File: src/rtl/apu_frame_sequencer_if.sv
// Register/strobe bundle between the CPU register decoder and the APU frame sequencer.
// The master side drives the tick and register accesses; the slave side returns the frame strobes.
interface apu_frame_sequencer_if;
  logic       apu_tick;
  logic       wr_4017;
  logic [7:0] wr_data;
  logic       rd_4015;
  logic       quarter_frame;
  logic       half_frame;
  logic       frame_irq;
  logic       mode5;

  modport master (
    output apu_tick, wr_4017, wr_data, rd_4015,
    input  quarter_frame, half_frame, frame_irq, mode5
  );

  modport slave (
    input  apu_tick, wr_4017, wr_data, rd_4015,
    output quarter_frame, half_frame, frame_irq, mode5
  );
endinterface

File: src/rtl/apu_frame_sequencer.sv
// NES APU frame counter: counts APU ticks and emits quarter/half-frame strobes,
// with $4017 mode/inhibit control and the frame IRQ flag cleared through $4015.
module apu_frame_sequencer #(
  parameter int unsigned CNT_W = 15,
  parameter int unsigned STEP1 = 3728,
  parameter int unsigned STEP2 = 7456,
  parameter int unsigned STEP3 = 11185,
  parameter int unsigned STEP4 = 14914,
  parameter int unsigned STEP5 = 18640
) (
  input  logic                   clk,
  input  logic                   rst_n,
  apu_frame_sequencer_if.slave   bus
);

  localparam logic [CNT_W-1:0] S1 = CNT_W'(STEP1);
  localparam logic [CNT_W-1:0] S2 = CNT_W'(STEP2);
  localparam logic [CNT_W-1:0] S3 = CNT_W'(STEP3);
  localparam logic [CNT_W-1:0] S4 = CNT_W'(STEP4);
  localparam logic [CNT_W-1:0] S5 = CNT_W'(STEP5);

  logic [CNT_W-1:0] cnt, cnt_nxt, n;
  logic             mode5_r, mode5_nxt;
  logic             inhibit, inhibit_nxt;
  logic             irq, irq_nxt;
  logic             pending, pending_nxt;
  logic             qf, qf_nxt;
  logic             hf, hf_nxt;
  logic             irq_set;
  logic             wr_inhibit;
  logic             unused_wr_bits;

  assign unused_wr_bits = ^bus.wr_data[5:0];
  assign n              = cnt + 1'b1;
  assign wr_inhibit     = bus.wr_4017 & bus.wr_data[6];

  always_comb begin
    cnt_nxt     = cnt;
    mode5_nxt   = mode5_r;
    inhibit_nxt = inhibit;
    irq_nxt     = irq;
    pending_nxt = pending;
    qf_nxt      = 1'b0;
    hf_nxt      = 1'b0;
    irq_set     = 1'b0;

    // The tick is always evaluated with the pre-write mode/inhibit values.
    if (bus.apu_tick) begin
      if (pending) begin
        cnt_nxt     = '0;
        pending_nxt = 1'b0;
        qf_nxt      = mode5_r;
        hf_nxt      = mode5_r;
      end else begin
        cnt_nxt = n;
        if (n == S1 || n == S3) begin
          qf_nxt = 1'b1;
        end else if (n == S2) begin
          qf_nxt = 1'b1;
          hf_nxt = 1'b1;
        end else if (n == S4 && !mode5_r) begin
          qf_nxt  = 1'b1;
          hf_nxt  = 1'b1;
          irq_set = !inhibit;
          cnt_nxt = '0;
        end else if (n == S5 && mode5_r) begin
          qf_nxt  = 1'b1;
          hf_nxt  = 1'b1;
          cnt_nxt = '0;
        end
      end
    end

    if (bus.wr_4017) begin
      mode5_nxt   = bus.wr_data[7];
      inhibit_nxt = bus.wr_data[6];
      pending_nxt = 1'b1;
    end

    // Set beats a status read, but a write that raises inhibit beats the set.
    if (irq_set && !wr_inhibit) begin
      irq_nxt = 1'b1;
    end else if (bus.rd_4015 || wr_inhibit) begin
      irq_nxt = 1'b0;
    end
  end

  always_ff @(posedge clk) begin
    if (!rst_n) begin
      cnt     <= '0;
      mode5_r <= 1'b0;
      inhibit <= 1'b0;
      irq     <= 1'b0;
      pending <= 1'b0;
      qf      <= 1'b0;
      hf      <= 1'b0;
    end else begin
      cnt     <= cnt_nxt;
      mode5_r <= mode5_nxt;
      inhibit <= inhibit_nxt;
      irq     <= irq_nxt;
      pending <= pending_nxt;
      qf      <= qf_nxt;
      hf      <= hf_nxt;
    end
  end

  assign bus.quarter_frame = qf;
  assign bus.half_frame    = hf;
  assign bus.frame_irq     = irq;
  assign bus.mode5         = mode5_r;

endmodule

File: src/flat_wrapper.sv
// flat-port wrapper written by rule: the top's interface ports become plain ports
module apu_frame_sequencer_flat 
#(
  parameter int unsigned CNT_W = 15,
  parameter int unsigned STEP1 = 3728,
  parameter int unsigned STEP2 = 7456,
  parameter int unsigned STEP3 = 11185,
  parameter int unsigned STEP4 = 14914,
  parameter int unsigned STEP5 = 18640
)
  (clk, rst_n, bus_apu_tick, bus_wr_4017, bus_wr_data, bus_rd_4015, bus_quarter_frame, bus_half_frame, bus_frame_irq, bus_mode5);
  apu_frame_sequencer_if bus_i ();
  input  logic clk;
  input  logic rst_n;
  input wire logic [$bits(bus_i.apu_tick)-1:0] bus_apu_tick;
  input wire logic [$bits(bus_i.wr_4017)-1:0] bus_wr_4017;
  input wire logic [$bits(bus_i.wr_data)-1:0] bus_wr_data;
  input wire logic [$bits(bus_i.rd_4015)-1:0] bus_rd_4015;
  output wire logic [$bits(bus_i.quarter_frame)-1:0] bus_quarter_frame;
  output wire logic [$bits(bus_i.half_frame)-1:0] bus_half_frame;
  output wire logic [$bits(bus_i.frame_irq)-1:0] bus_frame_irq;
  output wire logic [$bits(bus_i.mode5)-1:0] bus_mode5;
  assign bus_i.apu_tick = bus_apu_tick;
  assign bus_i.wr_4017 = bus_wr_4017;
  assign bus_i.wr_data = bus_wr_data;
  assign bus_i.rd_4015 = bus_rd_4015;
  assign bus_quarter_frame = bus_i.quarter_frame;
  assign bus_half_frame = bus_i.half_frame;
  assign bus_frame_irq = bus_i.frame_irq;
  assign bus_mode5 = bus_i.mode5;
  apu_frame_sequencer #(.CNT_W(CNT_W), .STEP1(STEP1), .STEP2(STEP2), .STEP3(STEP3), .STEP4(STEP4), .STEP5(STEP5)) u_core (.clk(clk), .rst_n(rst_n), .bus(bus_i));
endmodule
File: config.mk
export PLATFORM = sky130hd
export DESIGN_NAME = apu_frame_sequencer_flat
export DESIGN_NICKNAME = d
export VERILOG_FILES = /design/src/rtl/apu_frame_sequencer_if.sv /design/src/rtl/apu_frame_sequencer.sv /design/src/flat_wrapper.sv
export SDC_FILE = /design/constraint.sdc
export NUM_CORES = 1
export LEC_CHECK = 0
export ABC_AREA = 1
export CORE_MARGIN = 10
export CORE_UTILIZATION = 58
export CTS_BUF_LIST = sky130_fd_sc_hd__clkbuf_8
export DETAILED_ROUTE_END_ITERATION = 7
export PLACE_DENSITY = 0.82
export SLEW_MARGIN = 15
export SYNTH_ARGS = -nofsm -noshare
export SYNTH_HDL_FRONTEND = slang
export SYNTH_SLANG_ARGS = --single-unit
File: constraint.sdc
create_clock -name clk -period 2.2 [get_ports clk]
set_input_delay 0.44 -clock clk [delete_from_list [all_inputs] [get_ports clk]]
set_output_delay 0.44 -clock clk [all_outputs]
set_load 0.005 [all_outputs]
### Met3 routing

Cells faint in the background.
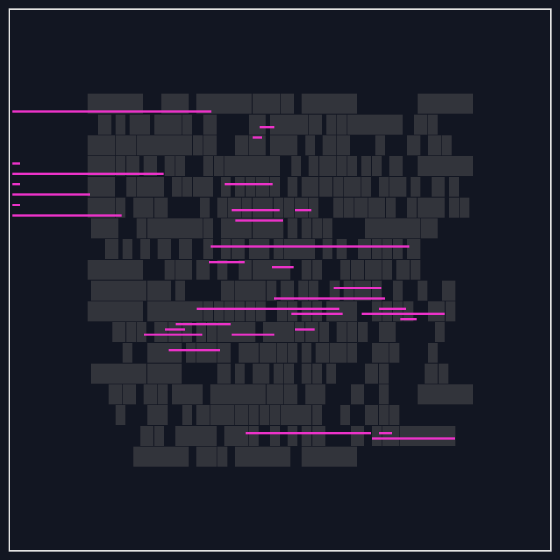
The wires run mostly horizontal. The layer holds 6.2% of the routed length. The longest straight run is 25.8 µm. The layer carries 246 µm of wire.
final WL: 3980 µm
met3 Resource Use GR: 3.35%

### Clock distribution

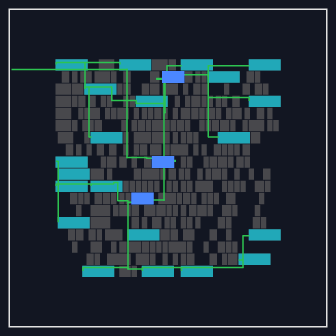
cells driving clock nets: marked blue, count 3. flip-flops: marked cyan, count 21. clock wires: marked green, length 312 µm.
There are 4 routed clock nets. Position of the flops: all over the die.
maximum clock skew at final layout: 0.00390 ns
Clock power frac: 36.3%
Clock group: 0.259 mW
worst-skew pair later-pin latency: 0.27 ns

### Drive-strength map

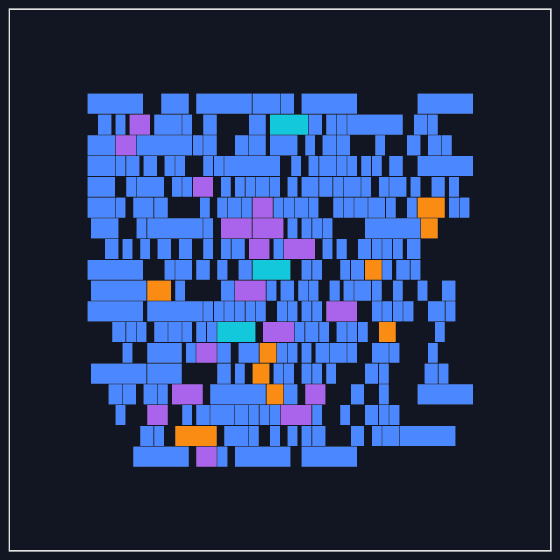
drive 6 and up: marked cyan, cells 3. drive 3 to 4: marked purple, cells 17. drive 1 or less: marked blue, cells 242. drive 2: marked orange, cells 9.
Non-clock buffers: 19
Area Overhead vs Synth: 17.4%
Final Worst Setup Slack: 0.125 ns
final instance area: 1760 µm²

per-stage QoR:
stage                     std cells  util, %  worst slack, ns  setup TNS, ns
after global routing            301     70.9          -0.0173        -0.0215
after CTS                       299     68.9            0.108              0
final                           301     70.9            0.125              0
after global placement          295     67.1            0.167              0
after detailed placement        295     67.1            0.146              0
after floorplan                 252        -            0.320              0
power groups by stage:
stage	Sequential [mW]	Clock [mW]	Combinational (mW)
after floorplan	0.400	0	0.0308
after global placement	0.399	0	0.0633
after detailed placement	0.399	0	0.0639
after CTS	0.390	0.261	0.0643
after global routing	0.391	0.277	0.0727
final	0.391	0.259	0.0638
final timing paths:
check	startpoint	to	slack [ns]	cells after the start
max	u_core.cnt[0]$_SDFFE_PN0P_	u_core.bus.quarter_frame$_SDFF_PN0_	0.13	16
max reg2reg	u_core.cnt[0]$_SDFFE_PN0P_	u_core.bus.quarter_frame$_SDFF_PN0_	0.13	16
min	u_core.inhibit$_SDFFE_PN0P_	u_core.inhibit$_SDFFE_PN0P_	0.46	2
min reg2reg	u_core.inhibit$_SDFFE_PN0P_	u_core.inhibit$_SDFFE_PN0P_	0.46	2
cells in the mapped netlist (all sizes together):
library cell | instances | area share (%)
nand2 | 89 | 23
nor2 | 36 | 12
nand3 | 32 | 11
inv | 23 | 5.8
dfxtp | 21 | 28
a21oi | 20 | 6.7
nand4 | 13 | 5.4
clkbuf | 3 | 0.75
ha | 3 | 2.5
buf | 2 | 1.3
clkinv | 2 | 0.50
nor3 | 2 | 0.67
o21ai | 2 | 0.67
a2bb2oi | 1 | 0.59
nand3b | 1 | 0.50
o21bai | 1 | 0.50
xnor2 | 1 | 0.59
flip-flops by register name, indices dropped and copies added, names as in the netlist:
register and flops:
u_core.bus.frame_irq 1, u_core.bus.half_frame 1, u_core.bus.mode5 1, u_core.bus.quarter_frame 1, u_core.cnt 15, u_core.inhibit 1, u_core.pending 1
timing repair:
| item | in CTS | in global routing |
|---|---|---|
| setup buffers | 0 | 1 |
| setup endpoints to repair | 0 | 12 |
| gates resized | 0 | 9 |
| hold buffers | 0 | 0 |
layer usage:
layer,vias to the layer above,routed length [µm],track usage (%)
met4,0,46,5.59
met5,-,0,0
li1,860,-,-
met1,769,1770,19.1
met3,5,245,3.35
met2,59,1920,23.8
area by class of cell:
cell class              instances  area share [%]
multi-input cells             202            56.5
flip-flops and latches         21            23.9
repair buffers                 19            9.55
inverters                      25            5.35
clock buffers                   3            2.35
well taps                      30            2.14
clock inverters                 1           0.214
critical path: cells and delay by family, from the launching register on:
family	cells	cell delay [ns]
flops	1	0.35
fa+ha+maj	1	0.22
buf+inv	1	0.12
simple gates	13	1.20
compound gates	1	0.11
kinds of logic (layout without fill, tap and decap cells):
logic type / Yosys count / after routing
fa+ha+maj: 3 / 3
buf+inv: 30 / 48
simple gates: 173 / 174
flops: 21 / 21
compound gates: 24 / 24
xor+xnor: 1 / 1
==> impl_metrics.env <==
# physical design summary
export IMPL_drive_above_1_share_pct=10.7
export IMPL_dpl_hpwl_um=2800
export IMPL_regArea_um2=420
export IMPL_p_int_mw=0.539
export IMPL_fp_util_pct=60.4
export IMPL_syn_num_nets=268
export IMPL_vdd_drop_max_uv=475
export IMPL_avgRoutedWirePerCell_um=13.2
export IMPL_cp_required_ns=2.40
export IMPL_drcViolationCount=0
export IMPL_postSynthAreaPerCell_um2=5.93
export IMPL_max_cap_viol_count=0
export IMPL_min_period_ns=2.07
export IMPL_cp_end_kind="register"
export IMPL_synth_area_um2=1500
export IMPL_p_leak_nw=0.643
export IMPL_gp_congestion=0.913
export IMPL_finalSetupViolations=0
export IMPL_fill_cells=225
export IMPL_lay_top_cells="85 x nand2_1, 31 x nand3_1, 27 x nor2_1"
export IMPL_comb_area_um2=991
export IMPL_grt_use_total_pct=14.9
export IMPL_core_area_um2=2480
export IMPL_mux_share_pct=0
export IMPL_grt_start_max_net_pins=17
export IMPL_cpMostUsedCell="nand2_1"
export IMPL_comb_power_share_pct=9.0
export IMPL_synthXorXnorAreaFrac_pct=0.586
export IMPL_p_total_mw=0.713
export IMPL_dr_pass1_iters=5
export IMPL_cts_root_buf="clkbuf_8"
export IMPL_status="completed"
export IMPL_ys_cells=252
export IMPL_cp_arrival_ns=2.28
export IMPL_max_stage_delay_ns=0.35
export IMPL_synthCells=252
export IMPL_tool_warnings=34
export IMPL_fin_nets=288
export IMPL_whs_ns=0.465
export IMPL_placedInstanceArea_um2=1660
export IMPL_grt_pass1_wl_um=6400
export IMPL_timing_fmax_mhz=482
export IMPL_fp_dieH_um=70.8
export IMPL_ant_nets=0
export IMPL_num_antenna_cells=0
export IMPL_hold_path_class="register to register"
export IMPL_switchingPower_mw=0.174
export IMPL_max_slew_margin_pct=81.9
export IMPL_cts_tree="built"
export IMPL_io_pins=17
export IMPL_io_buffer_count=10
export IMPL_path_clk_slew_ns=0.08
export IMPL_placementRows=18
export IMPL_sw_frac_of_total_pct=24.4
export IMPL_ys_area_um2=1500
export IMPL_power_frac_seq_pct=54.8
export IMPL_cts_buffers=3
export IMPL_hold_violations=0
export IMPL_ys_seq_share_pct=28.1
export IMPL_drtIter0Drc=184
export IMPL_compound_area_share_pct=8.45
export IMPL_cts_path_max_buffers=2
Power is estimated from default activity; no workload was simulated.
